==> config.mk <==
export PLATFORM = sky130hd
export DESIGN_NAME = hes_tx_serializer
export DESIGN_NICKNAME = d
export VERILOG_FILES = /design/src/rtl/hes_pkg.sv /design/src/rtl/hes_tx_serializer.sv
export SDC_FILE = /design/constraint.sdc
export NUM_CORES = 1
export LEC_CHECK = 0
export CAP_MARGIN = 20
export CORE_AREA = 2 2 71 73
export DETAILED_ROUTE_END_ITERATION = 6
export DIE_AREA = 0 0 73 75
export PLACE_DENSITY = 0.94
export SETUP_SLACK_MARGIN = 0.05
export SLEW_MARGIN = 20
export SYNTH_ARGS = -nofsm -noshare
export SYNTH_HDL_FRONTEND = slang
export SYNTH_SLANG_ARGS = --single-unit
==> constraint.sdc <==
create_clock -name clk -period 3 [get_ports clk]
set_input_delay 0.45 -clock clk [delete_from_list [all_inputs] [get_ports clk]]
set_output_delay 0.45 -clock clk [all_outputs]
set_load 0.02 [all_outputs]
Figure 1. Port wiring.
Bar = 20 µm.
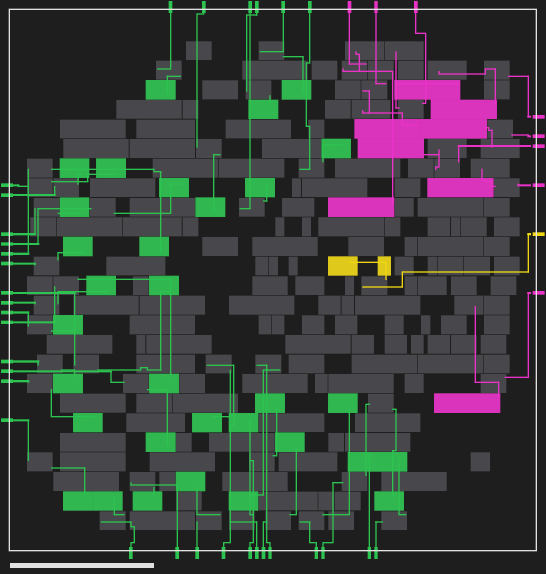
[green] `s_data` | bits: 32 | direction: input | end cells: 32 | buffers: 32 | wire: 669 µm
[yellow] `s_eom` | bits: 1 | direction: input | end cells: 2 | buffers: 1 | wire: 38.0 µm
[magenta] `c_key` | bits: 8 | direction: output | end cells: 8 | buffers: 8 | wire: 178 µm
number of buffer cells added on primary ports: 71
count of boundary I/O pins: 72

Figure 2. Cell classes on the final placement.
Fill, decap, tap and diode cells in grey.
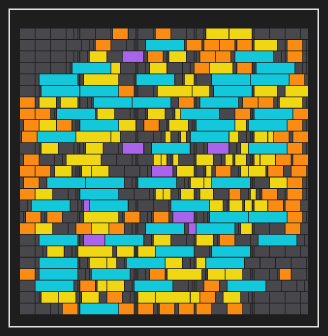
[purple] clock drivers and dummy loads | cells: 8 | share of their area: 3.1%
[yellow] combinational and other logic | cells: 89 | share of their area: 31%
[orange] other buffers and delay cells | cells: 72 | share of their area: 24%
[cyan] flops | cells: 50 | share of their area: 42%
share of the final layout cell area in sequential cells: 0.410
placeable core region: 4660 µm²
site row count: 25
final standard cell area without fillers: 3050 µm²
post-layout util: 0.655

Figure 3. Cells by drive strength.
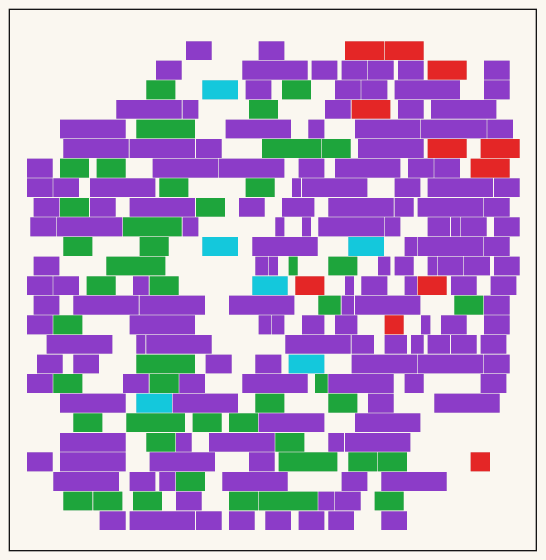
[red] _3 and _4 cells | cells: 11 | share: 5.0%
[green] _2 cells | cells: 45 | share: 21%
[cyan] _6 and larger | cells: 6 | share: 2.7%
[purple] _0 and _1 cells | cells: 157 | share: 72%
number of non-clock buffers in the layout: 72
smallest setup slack after layout: 0.177 ns

Figure 4. Cell outlines without signal wires.
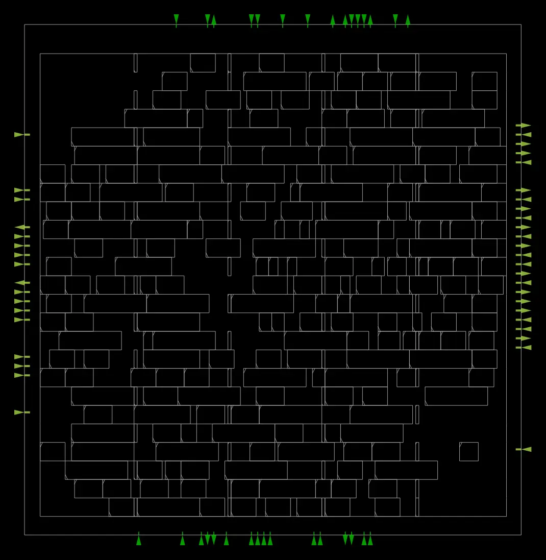
final std cells w/o fill: 273
fill cell count: 364
tap cell instance count: 54

==> flow_summary.toml <==
# flow metrics
[placed_design]
dp_worst_setup_slack_ns = 0.465
place_congestion = 0.690
dpl_cell_area_um2 = 2960
detailed_place_hpwl_um = 3130

[layout]
synthToLayoutAreaGrowth_pct = 36.5
fin_nets = 268
mi_logic_area_um2 = 912
insertedDiodeCount = 0
layout-drive-gt1-share = 0.283
largest_register_ff_count = 32
register_area_um2 = 1250

[global_routing]
grt_pass1_wl_um = 6820
grt_pass1_vias = 1417
globalRoute.totalOverflow = 0
tot_gr_track_use = 0.170
grt_start_max_net_pins = 51

[synthesis]
async_reset_ff_frac = 1.00
sequential_fraction_of_the_synthesis_area = 0.560
post_synth.cell_area_avg_um2 = 15.1
synth.top_cell.area_share = 0.560
synth-edff-count = 0
synthTopCellsByArea = "dfrtp_1 56%, mux2_2 17%, mux4_2 8.1%"
yosysUniqueCellTypes = 30
mappedNetlistArea_um2 = 2240
ys_cells = 148
common_cells = "50 x dfrtp_1, 34 x mux2_2, 8 x and2_1, 8 x mux4_2, 7 x mux2_4"
synth_cells = 148
ys.flops = 50
yosys_reported_design_area_after_synthesis_um2 = 2240
post-synth-top-count-cell = "dfrtp_1"
floorplan.nets = 198

[outcome]
run_status = "completed"

[clock_tree]
post-cts-setup-buffers = 0
cts_resized = 0
clkLatencyLatePin_ns = 0.30
tritoncts = "yes"
clock_path_buffers = 2
htree_num_levels = 2
clock-sinks = 50
clock_pin_transition_on_the_worst_setup_and_hold_timing_paths_ns = 0.09

[sta]
unrepaired_setup_endpoints_after_global_routing = "false"
fin_crit_ns = 2.82
finalHoldViolCount = 0
worstMarginPinSlew_ns = 0.636
fin_tns_setup_ns = 0
timing.hold.ws_ns = 0.168
finalCritPeriodShare = 0.941
worst_case_clock_skew_ns = 0.00614
maxSlewHeadroom = 0.576
max_freq_mhz = 354
final-max-slew-violation-count = 0
finalSetupViolations = 0

[routing]
detailed_route_wire_length_um = 4340
drtAntennaViolNets = 0
route.detailed.wl_per_inst_um = 15.9
detail_route.iter0.violations = 86
dr_wl_met2_um = 2230
routed_via_density = 5.31
maxUsedRoutingLayer = "met4"
m1WireLength_um = 1800

[setup_path]
reg2regPathDepth = 5
critical_setup_path_kind = "reg2out"
critical_path_required_ns = 2.55
path_max_fanout = 12
startpoint_type = "flip-flop"
end_kind = "output port"
rrSetupSlack_ns = 0.75

[flow_run]
openroad.warnings = 26
drv_cap = 0

[floorplanning]
die_area_um2 = 5480
fp.dieW_um = 73
die_h_um = 75
floorplan.initialDensity = 0.480

[power_and_ir_drop]
p_leak_uw = 0.00126
maximum_vdd_drop_mv = 0.519

[worst_hold_path]
hold_path_class = "in2async"
[metal layers]
metal / vias to the layer above / GRT usage
met5: - / 0
met4: 0 / 0.0617
met3: 5 / 0.0482
met2: 52 / 0.289
met1: 724 / 0.209
li1: 669 / -
[layout make-up]
class / instances / share of cell area
multi-input combinational: 85 / 0.299
inverter: 4 / 0.00492
tap: 54 / 0.0221
clock buffer: 7 / 0.0283
clock inverter: 1 / 0.00164
sequential: 50 / 0.410
timing repair buffer: 72 / 0.234
[cells by family (layout without fill, tap and decap cells)]
group | after synthesis | count (layout) | share of synthesized area
DFF | 50 | 50 | 0.560
muxes | 49 | 49 | 0.299
and+or+nand+nor | 23 | 23 | 0.0604
buffers and inverters | 13 | 84 | 0.0325
AOI/OAI and AO/OA | 9 | 9 | 0.0313
xor gates and xnor gates | 3 | 3 | 0.0118
adders and majority gates | 1 | 1 | 0.00560
[worst max-delay path, cell delays in order, from the launching register on]
cell and delay, ns:
dfrtp_1 0.76, mux4_2 0.59, and2_1 0.18, clkdlybuf4s50_1 0.54
[placed cells by master (no fill, tap or decap), types with 2 or more instances in the layout]
cell	instances
a2bb2oi_1	2
and2_1	8
buf_4	2
clkbuf_8	6
clkdlybuf4s50_1	70
dfrtp_1	50
inv_1	3
mux2_2	34
mux2_4	7
mux4_2	8
nand2_1	4
nand3_1	4
nor3_1	2
xor2_1	2
[stage by stage]
step	total power (µW)	utilization	instances
after detailed placement	2990	0.635	265
after global placement	2930	0.635	265
final	3350	0.655	273
after floorplan	2380	-	148
after CTS	3390	0.654	273
after global routing	3560	0.655	273
[where the power goes]
part / internal [µW] / switching (µW)
combinational: 1020 / 676
clock: 186 / 207
sequential: 1010 / 253
total: 2220 / 1140
Power figures rest on the tool's default switching activity, not on a simulated workload.
